power_grid.png
Bar = 20 um. Pins as bars on the die edge. Tap cells in gray.
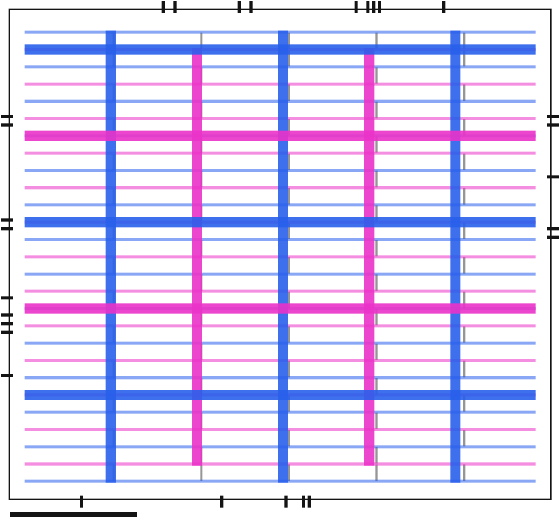
io_fan.png
Bar = 20 um.
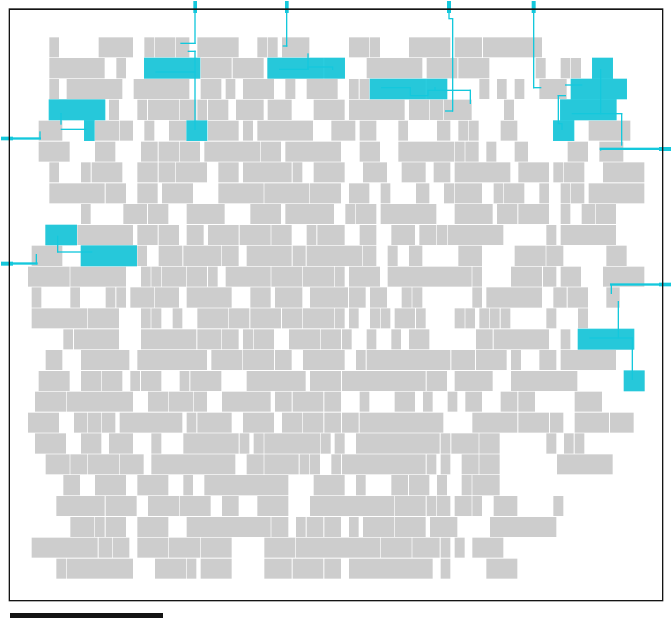
placement.png
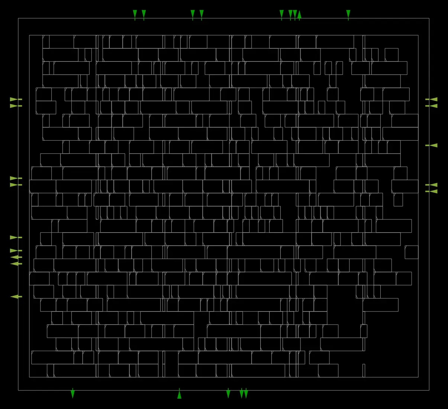
placement_by_type.png
Fill, decap, tap and diode cells in gray.
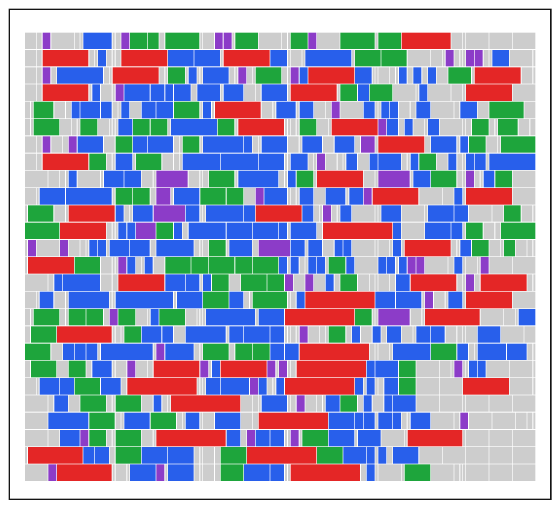
### src/rtl/priority_interrupt_queue.sv
// Priority interrupt queue: captures edge/level requests into a pending set and
// admits the lowest-index pending source per cycle into an in-order vector FIFO.
module priority_interrupt_queue #(
    parameter  int SOURCES   = 8,
    parameter  int DEPTH     = 4,
    parameter  int EDGE_MODE = 1,
    localparam int VW        = $clog2(SOURCES),
    localparam int CW        = $clog2(DEPTH + 1)
) (
    input  logic               clk,
    input  logic               rst,
    input  logic [SOURCES-1:0] irq_in,
    input  logic [SOURCES-1:0] irq_mask,
    input  logic               processing,
    input  logic               clear_dropped,
    output logic               vector_valid,
    output logic [VW-1:0]      vector_out,
    output logic [CW-1:0]      count,
    output logic               dropped
);
    localparam int PW = (DEPTH > 1) ? $clog2(DEPTH) : 1;

    logic [SOURCES-1:0] irq_prev;
    logic [SOURCES-1:0] pending;
    logic [SOURCES-1:0] queued;
    logic [VW-1:0]      fifo [DEPTH];
    logic [PW-1:0]      rd_ptr;
    logic [PW-1:0]      wr_ptr;
    logic               last_proc;

    logic [SOURCES-1:0] evt;
    logic [SOURCES-1:0] acc;
    logic [SOURCES-1:0] cand;
    logic [SOURCES-1:0] pending_nxt;
    logic [SOURCES-1:0] queued_nxt;
    logic [VW-1:0]      sel;
    logic [VW-1:0]      head;
    logic               pop;
    logic               enq;
    logic               drop;
    logic [CW-1:0]      count_nxt;

    function automatic logic [PW-1:0] ptr_inc(input logic [PW-1:0] p);
        return (p == PW'(DEPTH - 1)) ? '0 : p + 1'b1;
    endfunction

    assign head         = fifo[rd_ptr];
    assign vector_valid = (count != '0);
    assign vector_out   = (count != '0) ? head : '0;

    always_comb begin
        evt  = (EDGE_MODE != 0) ? (irq_in & ~irq_prev) : irq_in;
        acc  = evt & irq_mask;
        // A source whose mask dropped is not admitted; its pending bit is cleared below.
        cand = pending & irq_mask;
        sel  = '0;
        for (int i = SOURCES - 1; i >= 0; i--) begin
            if (cand[i]) sel = VW'(i);
        end
        pop  = last_proc && !processing && (count != '0);
        enq  = (|cand) && ((count < CW'(DEPTH)) || pop);
        drop = (EDGE_MODE != 0) && (|(acc & (pending | queued)));

        pending_nxt = (pending & irq_mask) | (acc & ~pending & ~queued);
        if (enq) pending_nxt[sel] = 1'b0;

        queued_nxt = queued;
        if (pop) queued_nxt[head] = 1'b0;
        if (enq) queued_nxt[sel]  = 1'b1;

        count_nxt = count;
        if (enq && !pop)      count_nxt = count + 1'b1;
        else if (pop && !enq) count_nxt = count - 1'b1;
    end

    always_ff @(negedge clk) begin
        // Capture the lines during reset so anything already high makes no edge at release.
        irq_prev <= irq_in;
        if (rst) begin
            pending   <= '0;
            queued    <= '0;
            rd_ptr    <= '0;
            wr_ptr    <= '0;
            count     <= '0;
            dropped   <= 1'b0;
            last_proc <= 1'b0;
            for (int i = 0; i < DEPTH; i++) fifo[i] <= '0;
        end else begin
            last_proc <= processing;
            pending   <= pending_nxt;
            queued    <= queued_nxt;
            count     <= count_nxt;
            if (clear_dropped)  dropped <= 1'b0;
            else if (drop)      dropped <= 1'b1;
            // On a full FIFO with a pop, wr_ptr equals rd_ptr: the freed head slot takes the write.
            if (enq) begin
                fifo[wr_ptr] <= sel;
                wr_ptr       <= ptr_inc(wr_ptr);
            end
            if (pop) rd_ptr <= ptr_inc(rd_ptr);
        end
    end
endmodule
### config.mk
export PLATFORM = sky130hd
export DESIGN_NAME = priority_interrupt_queue
export DESIGN_NICKNAME = d
export VERILOG_FILES = /design/src/rtl/priority_interrupt_queue.sv
export SDC_FILE = /design/constraint.sdc
export NUM_CORES = 1
export LEC_CHECK = 0
export ABC_AREA = 1
export CELL_PAD_IN_SITES_DETAIL_PLACEMENT = 0
export CELL_PAD_IN_SITES_GLOBAL_PLACEMENT = 1
export CORE_ASPECT_RATIO = 0.9
export CORE_MARGIN = 2
export CORE_UTILIZATION = 36
export DETAILED_ROUTE_END_ITERATION = 10
export MAX_ROUTING_LAYER = met4
export PLACE_DENSITY_LB_ADDON = 0.1
export SLEW_MARGIN = 20
export SYNTH_ARGS = -nofsm -noshare
export SYNTH_HDL_FRONTEND = slang
export SYNTH_SLANG_ARGS = --single-unit
### constraint.sdc
create_clock -name clk -period 1.7 [get_ports clk]
set_input_delay 0.34 -clock clk [delete_from_list [all_inputs] [get_ports clk]]
set_output_delay 0.34 -clock clk [all_outputs]
set_load 0.03 [all_outputs]
==> notes.md <==
fresh numbers from the pnr run: Detail Route Antenna Nets 0, CP arrival 2.09 ns, GRT overflow 0, Post-synth seq share 0.499, clock buffer count from CTS 5, setup tns final -19.00 ns, Pwr Density 911 mW/mm2, largest net degree at the start of global routing 16, crit-path max cell delay 0.37 ns, Main power group registers, most frequent cells in the layout inv_1 (63), buf_4 (44), buf_6 (34), Avg Inst Size Synth 7.80 um2, Final Max Slew Viols 0, element type at the critical path start register, Detailed Place HPWL 4200 um, final non-filler cell total 487, crit path to vector_out[0], Tot Pwr 3.69 mW, Slew @ Worst Pin 0.281 ns, Max VDD drop 0.734 mV, DRC violation count after routing 0, sw frac 0.385, Max H-tree Level 2, Clock power frac 0.309, Clk power 1.14 mW, initial antenna violation count 0, Die Y 76.9 um, Mapped Cells 273, Inst Count DP 411, sequential share of power 0.354, Post-Route Skew 0.0173 ns, outcome finished, violations left, Setup Crit Path Kind register to output pin, chip area in the Yosys report 0.00213 mm2, num rows 26, Setup-failing EPs final 55, Synth Warn # 0, final WL 6530 um, max-cap violations 0, num ports 28, chip width 85.1 um, Latency at later pin 0.37 ns, yosys cell count 273, Req. time, crit path 1.36 ns, HP Class register to register, fraction of layout cells with a size suffix above 1 0.525, FF-to-FF End count[2], combinational power 1.24 mW, violated checks setup timing, most instantiated logic cell after routing inv_1, Placer Congestion 0.822, element type at the critical path end output pin, Layout area overhead 90.0%, Comb power frac 0.337, ys flops 47, TritonRoute pass-1 iters 4, Global Route Usage Sum 0.204, area of the chip 0.00654 mm2, Cell Type Count 25, Clock Path Buffers 2, final worst setup slack -0.726 ns, clk slew on worst S/H paths 0.04 ns, worst r2r path cells 12, total sequential power 1.31 mW, Final nets 440, Crit Path Max Fanout 8, CTS root buf clkbuf_8, reg-to-reg slack, setup -0.13 ns, leak pwr 1.87 nW, Fin. Hold Viols 0, synthesized area 0.00213 mm2, via count 2378, P_int 2.26 mW, Initial DRC Count 80, I/O Buffers 27, CTS tree yes, core area 0.00569 mm2, total tool warning count 76, Sink Count 47, Initial Util 0.374, worst r2r src count[1], crit-path cells nor2_1 -> o21ai_4 -> nor2_4 -> buf_6, RSZ-0062 raised after global routing yes, WHS 0.493 ns, first-pass GRT wire length 10400 um, vias in the first global route 2413, drt wl/cell 13.4 um, n_diodes 0, slowest CP cell dfxtp_4, P_sw 1.42 mW, Worst slew margin 0.811, dpl ws -1.51 ns, Synthesized Nets 297, Vias/cell 4.88
-- power_grid.png (at the start) --
legend:
  blue:
    net: VSS
  magenta:
    net: VDD
met4 straps: 5
tap cells: 70
met5 straps: 5

-- io_fan.png (at the start) --
legend:
  cyan:
    port: irq_in
    bits: 8
    direction: input
    edge: 4 top, 2 left, 2 right
    end_cells: 16
    wire: 151 um

-- placement.png (at the start) --
Flops: 47
Layout Utilization: 0.710
Layout fillers: 443

-- placement_by_type.png (at the start) --
legend:
  red:
    class: flops
    cells: 47
    share_of_their_area: 27%
  blue:
    class: combinational and other logic
    cells: 221
    share_of_their_area: 43%
  purple:
    class: clock drivers and dummy loads
    cells: 55
    share_of_their_area: 6.7%
  green:
    class: other buffers and delay cells
    cells: 94
    share_of_their_area: 23%

-- routing by layer --
| layer | part of all wire | global-route usage |
|---|---|---|
| met3 | 0.064 | 0.0753 |
| met4 | 0.017 | 0.0698 |
| met2 | 0.49 | 0.323 |
| met5 | 0 | - |
| met1 | 0.43 | 0.239 |
-- how the worst min path moves through the flow --
stage | startpoint | to | slack [ns] | cells after the start
6_report | rd_ptr[1] | register | 0.49 | 2
2_1_floorplan | queued[6] | queued[6] | 0.46 | 2
3_3_place_gp | queued[6] | queued[6] | 0.47 | 2
3_5_place_dp | queued[7] | queued[7] | 0.47 | 2
5_1_grt | count[1] | count[1] | 0.52 | 2
4_1_cts | rd_ptr[1] | register | 0.49 | 2
-- flip-flops by register name, indices dropped and copies added, names as in the netlist, named ones only --
name / count
fifo: 12
pending: 8
irq_prev: 8
count: 3
queued: 8
last_proc: 1
wr_ptr: 2
rd_ptr: 2
dropped: 1
-- final cells by class --
class | count | area, um2 | area share
clock buffer | 5 | 68.8 | 0.0170
timing repair buffer | 94 | 896 | 0.222
tap | 70 | 87.6 | 0.0217
sequential | 47 | 1080 | 0.267
inverter | 33 | 161 | 0.0399
multi-input combinational | 188 | 1550 | 0.384
clock inverter | 50 | 198 | 0.0489
-- cells by family after synthesis --
group | share of synthesized area
adders and majority gates | 0.0270
and+or+nand+nor | 0.290
buffers and inverters | 0.0688
DFF | 0.499
AOI/OAI and AO/OA | 0.116
-- cell usage after synthesis --
| cell | count | area share |
|---|---|---|
| nand2_1 | 60 | 0.11 |
| nor2_1 | 42 | 0.074 |
| dfxtp_1 | 35 | 0.33 |
| inv_1 | 32 | 0.056 |
| o21ai_0 | 16 | 0.038 |
| a21oi_1 | 15 | 0.035 |
| nand3_1 | 14 | 0.033 |
| edfxtp_1 | 12 | 0.17 |
| nor3_1 | 8 | 0.019 |
| nand3b_1 | 7 | 0.025 |
| o31ai_1 | 5 | 0.018 |
| nand2_2 | 4 | 0.012 |
| buf_2 | 3 | 0.0071 |
| ha_1 | 3 | 0.018 |
| nand4_1 | 3 | 0.0088 |
| o21ai_1 | 3 | 0.0071 |
| inv_2 | 2 | 0.0035 |
| o22ai_1 | 2 | 0.0059 |
| a21oi_4 | 1 | 0.0076 |
| clkbuf_1 | 1 | 0.0018 |
| fa_1 | 1 | 0.0094 |
| nand3_2 | 1 | 0.0047 |
| nor2_4 | 1 | 0.0053 |
| o211a_1 | 1 | 0.0047 |
| or2_1 | 1 | 0.0029 |
-- stage by stage --
step                instance area (um2)   util
finish                             4040  0.710
global route                       4040  0.710
CTS                                3780  0.664
detailed placement                 3010  0.529
global placement                   3010  0.529
floorplan                          2350      -
-- repair_timing --
action / in CTS / in global routing
buffers inserted: 18 / 13
pin swaps: 45 / 39
resized: 175 / 75
hold endpoints to repair: 0 / 0
setup endpoints to repair: 59 / 58
gates cloned: 0 / 0
hold buffers: 0 / 0
-- critical path: cells and delay by family, from the launching register on --
family                 cells  cell delay, ns
flip-flops                 1            0.37
AND/OR/NAND/NOR            2            0.28
buffers and inverters      1            0.13
AND-OR/OR-AND              1            0.09
Power and IR drop assume default switching activity.
